<file path="src/rtl/vector_cache_pkg.sv">
// Shared vector-cache definitions: data-buffer index width and WDB allocator types.
package vector_cache_pkg;

  localparam int unsigned DB_ENTRY_IDX_WIDTH = 6;
  localparam int unsigned WDB_ENTRY_PER_LANE = 16;

  typedef enum logic {
    INIT,
    RUN
  } wdb_alloc_state_e;

endpackage

</file>
<file path="src/rtl/wdb_free_list.sv">
// Single-lane WDB free list: entry FIFO, in-use bitmap and release legality check.
module wdb_free_list
  import vector_cache_pkg::*;
#(
  parameter int unsigned ENTRY_NUM = WDB_ENTRY_PER_LANE,
  parameter int unsigned CNT_W     = $clog2(ENTRY_NUM + 1),
  localparam int unsigned PTR_W    = $clog2(ENTRY_NUM)
) (
  input  logic                          clk,
  input  logic                          rst,
  input  logic                          run,
  input  logic                          init_we,
  input  logic                          init_last,
  input  logic [PTR_W-1:0]              init_idx,
  output logic                          alloc_vld,
  output logic [DB_ENTRY_IDX_WIDTH-1:0] alloc_idx,
  input  logic                          alloc_rdy,
  input  logic                          release_vld,
  input  logic [DB_ENTRY_IDX_WIDTH-1:0] release_idx,
  output logic [CNT_W-1:0]              count,
  output logic                          err_release
);

  logic [PTR_W-1:0]     fifo_q [ENTRY_NUM];
  logic [PTR_W-1:0]     rd_ptr_q, wr_ptr_q;
  logic [CNT_W-1:0]     count_q;
  logic [ENTRY_NUM-1:0] inuse_q, inuse_d;
  logic                 err_q;
  logic [PTR_W-1:0]     head, rel_slot;
  logic                 pop, push, rel_legal;

  assign head      = fifo_q[rd_ptr_q];
  assign rel_slot  = release_idx[PTR_W-1:0];
  // Extra bit so ENTRY_NUM == 2**DB_ENTRY_IDX_WIDTH still compares correctly.
  assign rel_legal = ({1'b0, release_idx} < (DB_ENTRY_IDX_WIDTH + 1)'(ENTRY_NUM)) &&
                     inuse_q[rel_slot];
  assign alloc_vld = (count_q != '0);
  assign alloc_idx = alloc_vld ? DB_ENTRY_IDX_WIDTH'(head) : '0;
  assign pop       = alloc_vld && alloc_rdy;
  assign push      = run && release_vld && rel_legal;
  assign count       = count_q;
  assign err_release = err_q;

  always_comb begin
    inuse_d = inuse_q;
    if (push) inuse_d[rel_slot] = 1'b0;
    if (pop)  inuse_d[head]     = 1'b1;
  end

  always_ff @(posedge clk) begin
    if (init_we) begin
      fifo_q[init_idx] <= init_idx;
    end else if (push) begin
      fifo_q[wr_ptr_q] <= rel_slot;
    end
  end

  always_ff @(posedge clk or posedge rst) begin
    if (rst) begin
      rd_ptr_q <= '0;
      wr_ptr_q <= '0;
      count_q  <= '0;
      inuse_q  <= '0;
      err_q    <= 1'b0;
    end else begin
      err_q <= run && release_vld && !rel_legal;
      if (init_last) begin
        rd_ptr_q <= '0;
        wr_ptr_q <= '0;
        count_q  <= CNT_W'(ENTRY_NUM);
      end else begin
        if (pop)  rd_ptr_q <= rd_ptr_q + 1'b1;
        if (push) wr_ptr_q <= wr_ptr_q + 1'b1;
        count_q <= count_q + CNT_W'(push) - CNT_W'(pop);
        inuse_q <= inuse_d;
      end
    end
  end

endmodule

</file>
<file path="src/rtl/wdb_alloc_ctrl.sv">
// Per-lane WDB entry allocator: shared init sequencer feeding one free list per lane.
module wdb_alloc_ctrl
  import vector_cache_pkg::*;
#(
  parameter int unsigned LANE_NUM  = 4,
  parameter int unsigned ENTRY_NUM = WDB_ENTRY_PER_LANE,
  parameter int unsigned CNT_W     = $clog2(ENTRY_NUM + 1)
) (
  input  logic                                         clk,
  input  logic                                         rst,
  output logic [LANE_NUM-1:0]                          alloc_vld,
  output logic [LANE_NUM-1:0][DB_ENTRY_IDX_WIDTH-1:0]  alloc_idx,
  input  logic [LANE_NUM-1:0]                          alloc_rdy,
  input  logic [LANE_NUM-1:0]                          release_vld,
  input  logic [LANE_NUM-1:0][DB_ENTRY_IDX_WIDTH-1:0]  release_idx,
  output logic [LANE_NUM-1:0]                          release_rdy,
  output logic [LANE_NUM-1:0][CNT_W-1:0]               free_cnt,
  output logic                                         init_done,
  output logic [LANE_NUM-1:0]                          err_release
);

  localparam int unsigned PTR_W = $clog2(ENTRY_NUM);

  wdb_alloc_state_e state_q;
  logic [PTR_W-1:0] init_cnt_q;
  logic             init_done_q;
  logic             init_we, init_last, run;

  assign init_we     = (state_q == INIT);
  assign init_last   = init_we && (init_cnt_q == PTR_W'(ENTRY_NUM - 1));
  assign run         = (state_q == RUN);
  assign init_done   = init_done_q;
  assign release_rdy = {LANE_NUM{init_done_q}};

  always_ff @(posedge clk or posedge rst) begin
    if (rst) begin
      state_q     <= INIT;
      init_cnt_q  <= '0;
      init_done_q <= 1'b0;
    end else begin
      case (state_q)
        INIT: begin
          init_cnt_q <= init_cnt_q + 1'b1;
          if (init_last) begin
            state_q     <= RUN;
            init_done_q <= 1'b1;
          end
        end
        RUN: begin
          init_done_q <= 1'b1;
        end
      endcase
    end
  end

  for (genvar l = 0; l < LANE_NUM; l++) begin : g_lane
    wdb_free_list #(
      .ENTRY_NUM (ENTRY_NUM),
      .CNT_W     (CNT_W)
    ) u_free_list (
      .clk         (clk),
      .rst         (rst),
      .run         (run),
      .init_we     (init_we),
      .init_last   (init_last),
      .init_idx    (init_cnt_q),
      .alloc_vld   (alloc_vld[l]),
      .alloc_idx   (alloc_idx[l]),
      .alloc_rdy   (alloc_rdy[l]),
      .release_vld (release_vld[l]),
      .release_idx (release_idx[l]),
      .count       (free_cnt[l]),
      .err_release (err_release[l])
    );
  end

endmodule

</file>
<file path="config.mk">
export PLATFORM = sky130hd
export DESIGN_NAME = wdb_alloc_ctrl
export DESIGN_NICKNAME = d
export VERILOG_FILES = /design/src/rtl/vector_cache_pkg.sv /design/src/rtl/wdb_free_list.sv /design/src/rtl/wdb_alloc_ctrl.sv
export SDC_FILE = /design/constraint.sdc
export NUM_CORES = 1
export LEC_CHECK = 0
export ABC_AREA = 0
export CAP_MARGIN = 20
export CELL_PAD_IN_SITES_DETAIL_PLACEMENT = 2
export CELL_PAD_IN_SITES_GLOBAL_PLACEMENT = 2
export CORE_MARGIN = 2
export CORE_UTILIZATION = 43
export CTS_CLUSTER_SIZE = 25
export DETAILED_ROUTE_END_ITERATION = 10
export MAX_ROUTING_LAYER = met4
export PLACE_DENSITY_LB_ADDON = 0.1
export SYNTH_ARGS = -nofsm -noshare
export SYNTH_HDL_FRONTEND = slang
export SYNTH_SLANG_ARGS = --single-unit
</file>
<file path="constraint.sdc">
create_clock -name clk -period 5.2 [get_ports clk]
set_input_delay 1.56 -clock clk [delete_from_list [all_inputs] [get_ports clk]]
set_output_delay 1.56 -clock clk [all_outputs]
set_load 0.01 [all_outputs]
</file>
==> results.toml, run 1 <==
# generated from flow reports
[status]
status = "finished, final reports clean"

[final_timing]
rsz0062_at_grt = "false"
slew_viol_final = 0
period_minus_slack_ps = 4880
slew_headroom = 0.243
max_freq_ghz = 0.205
hold_viol = 0
postLayoutSetupSlackWorst_ps = 316
whs_ps = 490
setup_tns_ps = 0
worst_pin_slew_ps = 1140
clock_skew_ps = 15.9
setup_viol = 0
finalClockPeriodUsage = 0.939

[layout]
seq_area_frac = 0.512
register_area_mm2 = 0.0108
nFillCells = 3955
largest_reg_flops = 256
nFlopsAndLatches = 382
lay_top_cells = "edfxtp_1 (256), dfrtp_1 (126), nor2_1 (92)"
instances_no_fill = 2005
diodes = 0
syn_to_final_growth_pct = 15.7
fin_nets = 1502
nonClkBufAreaFrac = 0.0571
comb_share = 0.318
logic_area_mm2 = 0.00672
logic_gate_count = 812
drive_gt1_frac = 0.160
largest_cell_class = "registers"
regMostFlops = "g_lane.u_free_list.fifo_q"
n_all_buffers = 134
postLayoutCoreUtil = 0.505
inv_count = 58
fin_area_mm2 = 0.0212
clock_buffers = 50
clk_share = 0.0708
layout.cells.most_common = "edfxtp_1"

[grt]
antenna_found_initial = 1
grtUsageMet3 = 0.0364
grt_pass1_vias = 13300
grt_overflow = 0
gr-usage-met2 = 0.435
grt_start_max_net_pins = 84
grt_pass1_wl_um = 83200

[synthesis]
synthAdderAreaFrac = 0.0269
synth.most_common_cell = "edfxtp_1"
synth_area_mm2 = 0.0183
top_cell_area_share = 0.420
syn_inst = 1352
top_cells_by_area = "edfxtp_1 (42%), dfrtp_1 (17%), mux4_2 (9.2%)"
compound_area_frac = 0.0940
yosys-top-cells-count = "edfxtp_1 (256), dfrtp_1 (126), nor2_1 (92)"
mux_area_frac = 0.132
ys.flop_type = "edfxtp_1"
yosysWarningCount = 0
synth.avg_cell_area_um2 = 13.5
xor_share = 0.0153
synth-simple-area-share = 0.0970
yosysUniqueCellTypes = 69
synth-seq-cells = 382
yosysTopAreaCell = "edfxtp_1"
yosys_cells = 1352
synth.comb.largest_family = "multiplexers"
async_flop_share = 0.330
ys_seq_frac = 0.592
yosys_area_mm2 = 0.0183
edf_count = 256

[power_and_ir_drop]
swShare = 0.349
p_seq_mw = 4.41
peakVddDrop_uv = 332
power-top-group = "sequential cells"
p_leak_nw = 7.59
p_total_mw = 11.8
pg_comb_mw = 4.10
p_sw_mw = 4.11
p_int_mw = 7.67
power_frac_clock = 0.277
powerDensity_mw_per_mm2 = 556
p_seq_frac = 0.374

[place]
dp.cells = 1924
post_dp_cell_area_mm2 = 0.0197
place_ws_ps = 246
place.gp.congestion = 0.801
dpl.hpwl_um = 37400
io_buffers = 82

[hold_path]
holdCritPathClass = "flop to flop"
min-delay-start = "g_lane[1].u_free_list.inuse_q[9]"
hold_depth = 1
hold_path_end = "g_lane[1].u_free_list.inuse_q[9]"

[clock_network]
clock-sinks = 382
post-cts-setup-buffers = 0
cts_buffers = 43
clockBufferDepth = 3
hold_buffers = 0
path_clk_slew_ps = 60
cts.htree.levels = 2
cts_tree = "yes"
cts.repair.resized = 0
worstSkewPairLatency_ps = 570

[setup_path]
worst_path_max_delay_cell = "dfrtp_1"
cp.arrival_ps = 3320
r2r_setup_slack_ps = 1830
cp_num_cells = 4
critPathMaxStageDelay_ps = 970
timing.rr.end = "g_lane[2].u_free_list.count[4]"
cp-endpoint = "alloc_idx[3]"
critPathRequiredTime_ps = 3640
crit_family = "multiplexers"
startpoint_type = "flop"
r2r-start = "g_lane[2].u_free_list.count[2]"
endpoint_kind = "primary output"
r2r_cells = 15
crit_path_cell_trace = "mux4_2, mux2i_1, a211oi_1, clkdlybuf4s50_1"
path_buffers = 1
critPathMaxFanout = 16

[drt]
dr_wl_met2_um = 27500
highest_layer = "met4"
m1WireLength_um = 23100
drc = 0
avgRoutedWirePerCell_um = 26.6
vias = 12000
first_pass_iters = 4
drt_wl_total_um = 53400
drtIter0Drc = 850
wl_met3_um = 1620

[floorplanning]
fp_util = 0.436
rows = 75
nWellTaps = 539
ioPinCount = 91

[run]
warnings = 30
cap_violations = 0
==> run_1/floorplan.png <==
Scale bar: 50 µm. Pins as bars on the die edge.
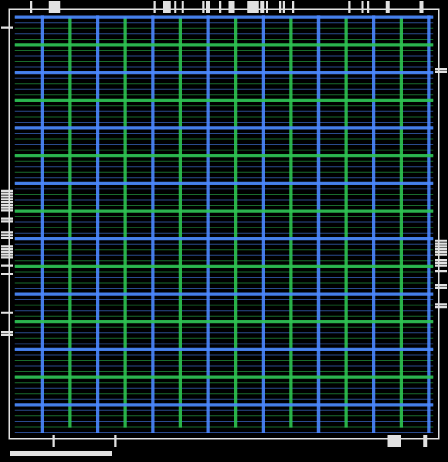
| color | net |
|---|---|
| blue | VSS |
| green | VDD |
met4 straps: 15
rows: 75
die height: 210 µm
total core area: 0.0419 mm²
Chip Width: 210 µm

==> run_1/port_trees.png <==
Scale bar: 50 µm.
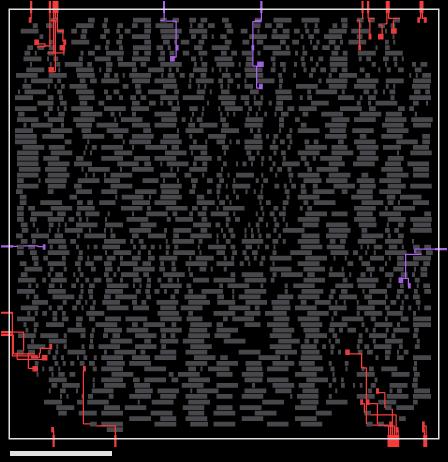
| color | port | bits | direction | end cells | buffers | wire |
|---|---|---|---|---|---|---|
| red | alloc_idx | 24 | output | 24 | 16 | 510 µm |
| purple | release_vld | 4 | input | 8 | 4 | 135 µm |

==> run_1/congestion_map.png <==
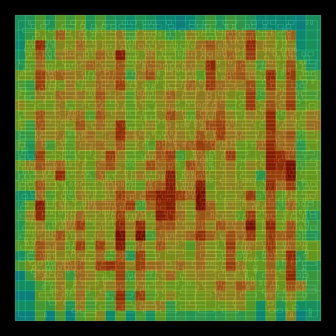
grt met1 use: 0.324
Tot GR Track Use: 0.256
GR peak layer: met2

==> inputs of run 2 (changes only) <==
- CORE_UTILIZATION: 43 -> 45
- CTS_BUF_LIST: not set -> sky130_fd_sc_hd__clkbuf_4
==> run 2 against run 1 <==
Effect of this change: utilization increased by 2.2 points; hold slack improved by 8.5 ps; synthesized cell count unchanged.
==> results.toml, run 2 <==
# generated from flow reports
[status]
status = "finished, final reports clean"

[setup_path]
r2r_setup_slack_ps = 1760
startpoint_type = "flop"
cp_num_cells = 4
path_buffers = 1
endpoint_kind = "primary output"
path_common_cell = "mux4_2"
r2r-start = "g_lane[2].u_free_list.count[2]"
critPathMaxFanout = 12
cp-endpoint = "alloc_idx[6]"
crit_path_cell_trace = "mux4_2, mux4_2, and2_1, clkdlybuf4s50_1"
cp.arrival_ps = 3420
worst_path_max_delay_cell = "dfrtp_1"
r2r_cells = 15
crit_family = "multiplexers"
critPathMaxStageDelay_ps = 730
timing.rr.end = "g_lane[2].u_free_list.count[4]"
critPathRequiredTime_ps = 3640

[synthesis]
edf_count = 256
yosysUniqueCellTypes = 69
xor_share = 0.0153
ys.flop_type = "edfxtp_1"
yosys_area_mm2 = 0.0183
synth.most_common_cell = "edfxtp_1"
synth.comb.largest_family = "multiplexers"
async_flop_share = 0.330
yosys_cells = 1352
synth-seq-cells = 382
syn_inst = 1352
top_cell_area_share = 0.420
compound_area_frac = 0.0940
mux_area_frac = 0.132
yosysTopAreaCell = "edfxtp_1"
ys_seq_frac = 0.592
synth_area_mm2 = 0.0183
synth-simple-area-share = 0.0970
top_cells_by_area = "edfxtp_1 (42%), dfrtp_1 (17%), mux4_2 (9.2%)"
yosysWarningCount = 0
synthAdderAreaFrac = 0.0269
synth.avg_cell_area_um2 = 13.5
yosys-top-cells-count = "edfxtp_1 (256), dfrtp_1 (126), nor2_1 (92)"

[layout]
instances_no_fill = 2093
syn_to_final_growth_pct = 14.8
nonClkBufAreaFrac = 0.0571
nFlopsAndLatches = 382
drive_gt1_frac = 0.207
register_area_mm2 = 0.0108
logic_area_mm2 = 0.00672
logic_gate_count = 812
largest_reg_flops = 256
lay_top_cells = "edfxtp_1 (256), clkbuf_4 (155), dfrtp_1 (122)"
clk_share = 0.0643
regMostFlops = "g_lane.u_free_list.fifo_q"
nFillCells = 3715
inv_count = 58
n_all_buffers = 128
largest_cell_class = "registers"
clock_buffers = 155
diodes = 5
fin_nets = 1556
comb_share = 0.320

[power_and_ir_drop]
swShare = 0.367
p_int_mw = 7.21
power_frac_clock = 0.249
p_seq_mw = 4.45
p_total_mw = 11.4
power-top-group = "sequential cells"
p_leak_nw = 7.64
p_sw_mw = 4.18
p_seq_frac = 0.391
pg_comb_mw = 4.10
powerDensity_mw_per_mm2 = 542
peakVddDrop_uv = 278

[grt]
global_route.peak_usage_layer = "met2"
grt_pass1_vias = 14100
antenna_found_initial = 2
grt_use_met1 = 0.346
grt_overflow = 0
grt_start_max_net_pins = 81
grt_pass1_wl_um = 86900
grtUsageMet3 = 0.0546

[hold_path]
hold_depth = 1
holdCritPathClass = "flop to flop"
min-delay-start = "g_lane[1].u_free_list.inuse_q[7]"
hold_path_end = "g_lane[1].u_free_list.inuse_q[7]"

[run]
cap_violations = 0
warnings = 30

[place]
post_dp_cell_area_mm2 = 0.0196
place_ws_ps = 246
place.gp.congestion = 0.819
io_buffers = 82
dpl.hpwl_um = 38400
dp.cells = 1904

[final_timing]
slew_viol_final = 0
clock_skew_ps = 61.6
period_minus_slack_ps = 4980
setup_tns_ps = 0
slew_headroom = 0.243
worst_pin_slew_ps = 1120
setup_viol = 0
whs_ps = 498
rsz0062_at_grt = "false"
max_freq_ghz = 0.201
postLayoutSetupSlackWorst_ps = 222
hold_viol = 0

[drt]
highest_layer = "met4"
first_pass_iters = 7
dr_wl_met2_um = 29600
drt_wl_total_um = 56500
wl_met3_um = 2270
drc = 0
m1WireLength_um = 23400
drtIter0Drc = 864
vias = 12600

[floorplanning]
die_y_um = 206
core-area_mm2 = 0.0399
nWellTaps = 525
ioPinCount = 91
fp.dieW_um = 206
fp_util = 0.458

[clock_network]
cts_tree = "yes"
worstSkewPairLatency_ps = 870
post-cts-setup-buffers = 0
clockBufferDepth = 3
cts_buffers = 103
cts.repair.resized = 0
clock-sinks = 382
path_clk_slew_ps = 60
hold_buffers = 0
==> run_2/congestion_map.png <==
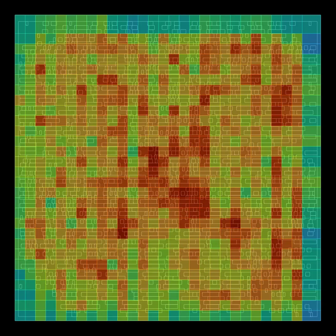
Tot GR Track Use: 0.283
drt wl/cell: 27.0 µm
GRT met2 Usage: 0.473

==> run_2/class_map.png <==
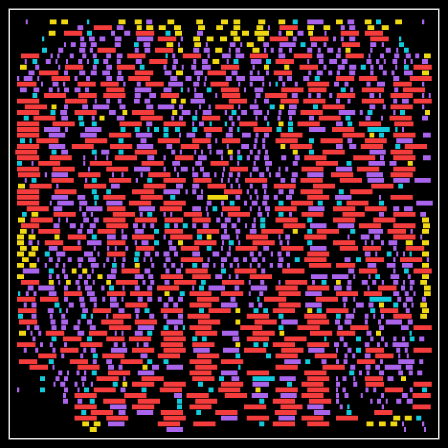
| color | class | cells |
|---|---|---|
| yellow | remaining buffers and delay cells | 128 |
| red | registers | 382 |
| purple | remaining logic cells | 870 |
| cyan | clock drivers and dummy loads | 183 |
Seq area share: 0.516
post-route design area: 0.0210 mm²
Layout Utilization: 0.526
Std-Cell Rows: 73

Power and IR drop assume default switching activity.
